<file path="config.mk">
export PLATFORM = sky130hd
export DESIGN_NAME = q_8_34a_ctrl_flat
export DESIGN_NICKNAME = d
export VERILOG_FILES = /design/src/rtl/q_8_34a_ctrl_if.sv /design/src/rtl/q_8_34a_ctrl.sv /design/src/flat_wrapper.sv
export SDC_FILE = /design/constraint.sdc
export NUM_CORES = 1
export LEC_CHECK = 0
export CAP_MARGIN = 20
export CORE_AREA = 2 2 39 41
export DETAILED_ROUTE_END_ITERATION = 8
export DIE_AREA = 0 0 41 43
export PLACE_DENSITY = 0.69
export SYNTH_ARGS = -nofsm -noshare
export SYNTH_HDL_FRONTEND = slang
export SYNTH_SLANG_ARGS = --single-unit
</file>
<file path="constraint.sdc">
create_clock -name clk -period 1.61 [get_ports clk]
set_input_delay 0.322 -clock clk [delete_from_list [all_inputs] [get_ports clk]]
set_output_delay 0.322 -clock clk [all_outputs]
set_load 0.1 [all_outputs]
</file>
<file path="src/rtl/q_8_34a_ctrl_if.sv">
// Control/status bundle between the ones-counter controller and its datapath and requester.
// slave = controller side; master = datapath/requester side.
interface q_8_34a_ctrl_if;
  logic start;
  logic zero;
  logic E;
  logic load_regs;
  logic incr_r2;
  logic shift;
  logic ready;
  logic done;
  logic timeout;

  modport master (
    output start, zero, E,
    input  load_regs, incr_r2, shift, ready, done, timeout
  );

  modport slave (
    input  start, zero, E,
    output load_regs, incr_r2, shift, ready, done, timeout
  );
endinterface

</file>
<file path="src/rtl/q_8_34a_ctrl.sv">
// Ones-counter ASM controller: sequences load/incr/shift until R1 empties; done pulses when R2 holds the count.
// start is taken only while ready=1 (no queuing); watchdog aborts a stuck run to IDLE with sticky timeout.
module q_8_34a_ctrl #(
  parameter int DATA_SIZE   = 4,
  parameter int TIMEOUT_CYC = 4*DATA_SIZE+8
) (
  input  logic          clk,
  input  logic          rst_b,
  q_8_34a_ctrl_if.slave ctl
);

  localparam int CW = $clog2(TIMEOUT_CYC+1);

  typedef enum logic [2:0] {
    IDLE  = 3'd0,
    INCR  = 3'd1,
    SHIFT = 3'd2,
    TEST  = 3'd3,
    DONE  = 3'd4
  } state_t;

  state_t        state;
  logic [CW-1:0] busy_cnt;
  logic          timeout_q;
  logic          accept;
  logic          wd_expire;

  assign accept    = (state == IDLE) && ctl.start;
  assign wd_expire = (busy_cnt == CW'(TIMEOUT_CYC));

  always_ff @(posedge clk or negedge rst_b) begin
    if (!rst_b) begin
      state     <= IDLE;
      busy_cnt  <= '0;
      timeout_q <= 1'b0;
    end else begin
      if (state == IDLE)
        busy_cnt <= '0;
      else if (!wd_expire)
        busy_cnt <= busy_cnt + CW'(1);

      case (state)
        IDLE: begin
          if (ctl.start) begin
            state     <= INCR;
            timeout_q <= 1'b0;
          end
        end
        INCR: begin
          if (wd_expire) begin
            state     <= IDLE;
            timeout_q <= 1'b1;
          end else begin
            state <= SHIFT;
          end
        end
        SHIFT: begin
          if (wd_expire) begin
            state     <= IDLE;
            timeout_q <= 1'b1;
          end else begin
            state <= TEST;
          end
        end
        TEST: begin
          // E before zero: a last shift that emits a 1 and empties R1 must still be counted
          if (wd_expire) begin
            state     <= IDLE;
            timeout_q <= 1'b1;
          end else if (ctl.E) begin
            state <= INCR;
          end else if (ctl.zero) begin
            state <= DONE;
          end else begin
            state <= SHIFT;
          end
        end
        DONE:    state <= IDLE;
        default: state <= IDLE;
      endcase
    end
  end

  // load_regs is gated by rst_b so it stays low while reset is held even if start is high
  assign ctl.load_regs = accept && rst_b;
  assign ctl.incr_r2   = (state == INCR);
  assign ctl.shift     = (state == SHIFT);
  assign ctl.done      = (state == DONE);
  assign ctl.ready     = (state == IDLE);
  assign ctl.timeout   = timeout_q;

endmodule

</file>
<file path="src/flat_wrapper.sv">
// flat-port wrapper written by rule: the top's interface ports become plain ports
module q_8_34a_ctrl_flat 
#(
  parameter int DATA_SIZE   = 4,
  parameter int TIMEOUT_CYC = 4*DATA_SIZE+8
)
  (clk, rst_b, ctl_start, ctl_zero, ctl_E, ctl_load_regs, ctl_incr_r2, ctl_shift, ctl_ready, ctl_done, ctl_timeout);
  q_8_34a_ctrl_if ctl_i ();
  input  logic clk;
  input  logic rst_b;
  input wire logic [$bits(ctl_i.start)-1:0] ctl_start;
  input wire logic [$bits(ctl_i.zero)-1:0] ctl_zero;
  input wire logic [$bits(ctl_i.E)-1:0] ctl_E;
  output wire logic [$bits(ctl_i.load_regs)-1:0] ctl_load_regs;
  output wire logic [$bits(ctl_i.incr_r2)-1:0] ctl_incr_r2;
  output wire logic [$bits(ctl_i.shift)-1:0] ctl_shift;
  output wire logic [$bits(ctl_i.ready)-1:0] ctl_ready;
  output wire logic [$bits(ctl_i.done)-1:0] ctl_done;
  output wire logic [$bits(ctl_i.timeout)-1:0] ctl_timeout;
  assign ctl_i.start = ctl_start;
  assign ctl_i.zero = ctl_zero;
  assign ctl_i.E = ctl_E;
  assign ctl_load_regs = ctl_i.load_regs;
  assign ctl_incr_r2 = ctl_i.incr_r2;
  assign ctl_shift = ctl_i.shift;
  assign ctl_ready = ctl_i.ready;
  assign ctl_done = ctl_i.done;
  assign ctl_timeout = ctl_i.timeout;
  q_8_34a_ctrl #(.DATA_SIZE(DATA_SIZE), .TIMEOUT_CYC(TIMEOUT_CYC)) u_core (.clk(clk), .rst_b(rst_b), .ctl(ctl_i));
endmodule
</file>
==> flow_metrics.tcl <==
# flow metrics
set metrics [dict create \
    yosys-top-cells-count "9 x dfrtp_1, 7 x nor2_1, 3 x inv_1, 3 x xor2_1" \
    drt-total-wl_um 1020 \
    p_per_area_nw_per_um2 2170 \
    timing.rr.end "u_core.state[0]" \
    grt_util_met2 0.228 \
    p_int_w 0.000884 \
    final-hold-violation-count 0 \
    layout_min_cycle_time_ns 1.64 \
    yosysSeqAreaShare 0.462 \
    synthesis.area_um2 488 \
    fin_crit_sh 1.02 \
    avgSynthCellArea_um2 10.8 \
    crit_arrival_ns 1.32 \
    met3_length_um 42 \
    top_layer_used "met3" \
    p_leak_nw 0.384 \
    clock-sinks 9 \
    stdcell_count 82 \
    powerComb_w 0.00108 \
    mostFrequentLayoutCells "7 x nor2_1, 7 x buf_12, 7 x buf_4, 6 x dfrtp_1, 4 x clkdlybuf4s50_1" \
    clockRootBuffer "clkbuf_4" \
    rsz0062_at_grt "yes" \
    maxPowerGroup "combinational cells" \
    worstPathMaxFanout 3 \
    gp_congestion 0.753 \
    maxCapViolations 0 \
    met2_length_um 571 \
    hold_buffers 0 \
    busiest_layer "met2" \
    ioPinCount 11 \
    holdWs_ns 0.383 \
    initial_core_util 0.353 \
    finalSetupViolCount 2 \
    combPwrFrac 0.634 \
    ys_types 22 \
    hp-class "primary input to async pin" \
    synth-edff-count 0 \
    grt_util_met1 0.177 \
    status "finished with violations" \
    vias_per_cell 4.90 \
    htreeDepth 1 \
    syn_nets 52 \
    top_area_frac 0.462 \
    postCtsSetupBuffers 3 \
    ff_type "dfrtp_1" \
    clkTransAtPathRegs_ns 0.06 \
    diodes 0 \
    p_clk_frac 0.101 \
    switching_share 0.483 \
    hpwl_um 728 \
    worst_clock_skew_ns 0.00866 \
    clockBufferDepth 2 \
    cp-end-kind "output port" \
    top_cell "dfrtp_1" \
    worst_pin_slew_ns 0.277 \
    grt_overflow 0 \
    reg2regPathDepth 5 \
    post-place-cells 74 \
    slew_violations 0 \
    cts_inserted_buffers 3 \
    drt-met1-wl_um 404 \
    synthTopCellsByArea "dfrtp_1 46%, nor2_1 5.4%, xor2_1 5.4%, ha_1 5.1%, nand4b_4 4.9%" \
    finalSetupTns_ns -0.0445 \
    slew_headroom 0.813 \
    chipArea_um2 1760 \
    io_buffers 10 \
    synth_stat.cells 45 \
    nets 74 \
    synthCells 45 \
    drtIter0Drc 2 \
    met3_usage 0.0785 \
    firstDrtPassIters 3 \
    ys_ff 9 \
    wire_per_inst_um 12.4 \
    ant_nets 0 \
    synth_warnings 0 \
    grt_pass1_wl_um 1730 \
    place_area_um2 717 \
    vias 402 \
    crit_start "u_core.state[2]" \
    final_core_util 0.570 \
    cts-resized-gates 2 \
    startpoint_type "register" \
    synth-area-yosys_um2 488 \
    worst_slack_ns -0.0286 \
    reg2reg_setup_slack_ns 0.37 \
    clock_latency_ns 0.26 \
    grtUsageTotal 0.146 \
    fin_total_pwr_w 0.00171 \
    drc_errors 0 \
    pwr-share-seq 0.265 \
    worstSetupEndpoint "ctl_incr_r2" \
    p_clk_w 0.000172 \
    grt_max_degree 10 \
    violations "setup timing" \
    worstPathRequired_ns 1.29 \
    tool_warnings 30 \
    p_seq_w 0.000453 \
    r2r-start "u_core.busy_cnt[0]" \
    yosys.area.top_type "dfrtp_1" \
    p_switching_w 0.000824 \
    worstSetupPathType "register to output port" \
    drive_above_1_share 0.424 \
    synthArstFlopShare 1.00 \
    clock.fmax_ghz 0.610 \
    place_ws_ns 0.0746 \
    grt_pass1_vias 389 \
    cts_tree "done" \
    area_delta_synth_final_pct 61.5 \
    antenna_found_initial 0 \
]
==> area by class of cell <==
cell class / instances / area, µm²
fill: 117 / 596
clock buffer: 4 / 26.3
tap: 16 / 20.0
multi-input combinational: 32 / 269
timing repair buffer: 18 / 233
inverter: 3 / 11.3
sequential: 9 / 229
==> sequential cells by signal, summed over array words and instances (netlist names) <==
signal	cells
u_core.busy_cnt	5
u_core.state	3
u_core.ctl.timeout	1
==> logic make-up after synthesis <==
family | synth area share
muxes | 0.0205
and+or+nand+nor | 0.295
xor gates and xnor gates | 0.0718
AOI/OAI and AO/OA | 0.0667
DFF | 0.462
adders and majority gates | 0.0513
buffers and inverters | 0.0333
==> worst max-delay path: stages (launching register included) <==
cell and delay, ns:
dfrtp_2 0.45, buf_12 0.14, nor3b_2 0.25, buf_12 0.21
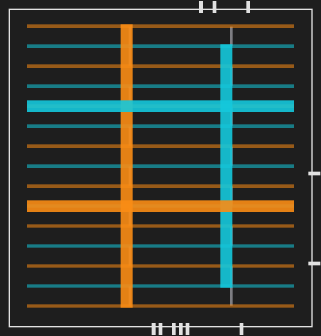
Fig. 1. Floorplan with the power grid.
Pins as bars on the die edge. Tap cells in gray.
[VDD] cyan
[VSS] orange
rows: 14
met1 rails: 15
DIE WIDTH: 41 µm
Peak VDD IR: 860 µV
core footprint: 1380 µm²
Die Span Y: 43 µm

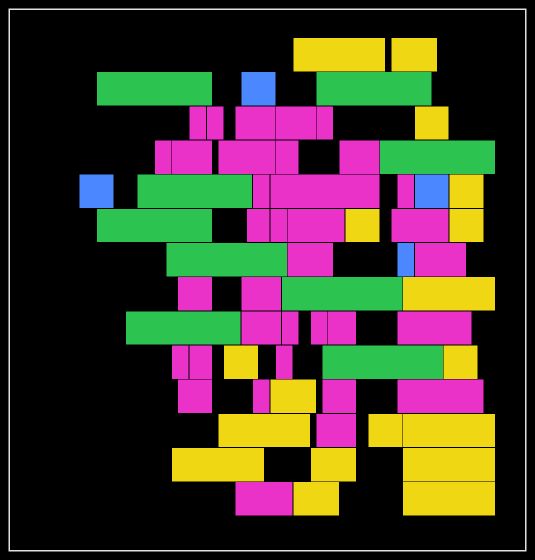
Fig. 2. Placed cells, one color a class.
[clock drivers and dummy loads] blue | cells: 4 | share of their area: 3.4%
[other buffers and delay cells] yellow | cells: 18 | share of their area: 30%
[all other logic] magenta | cells: 35 | share of their area: 36%
[flops] green | cells: 9 | share of their area: 30%
Final Instance Area: 788 µm²
std cell rows: 14

Power figures rest on the tool's default switching activity, not on a simulated workload.
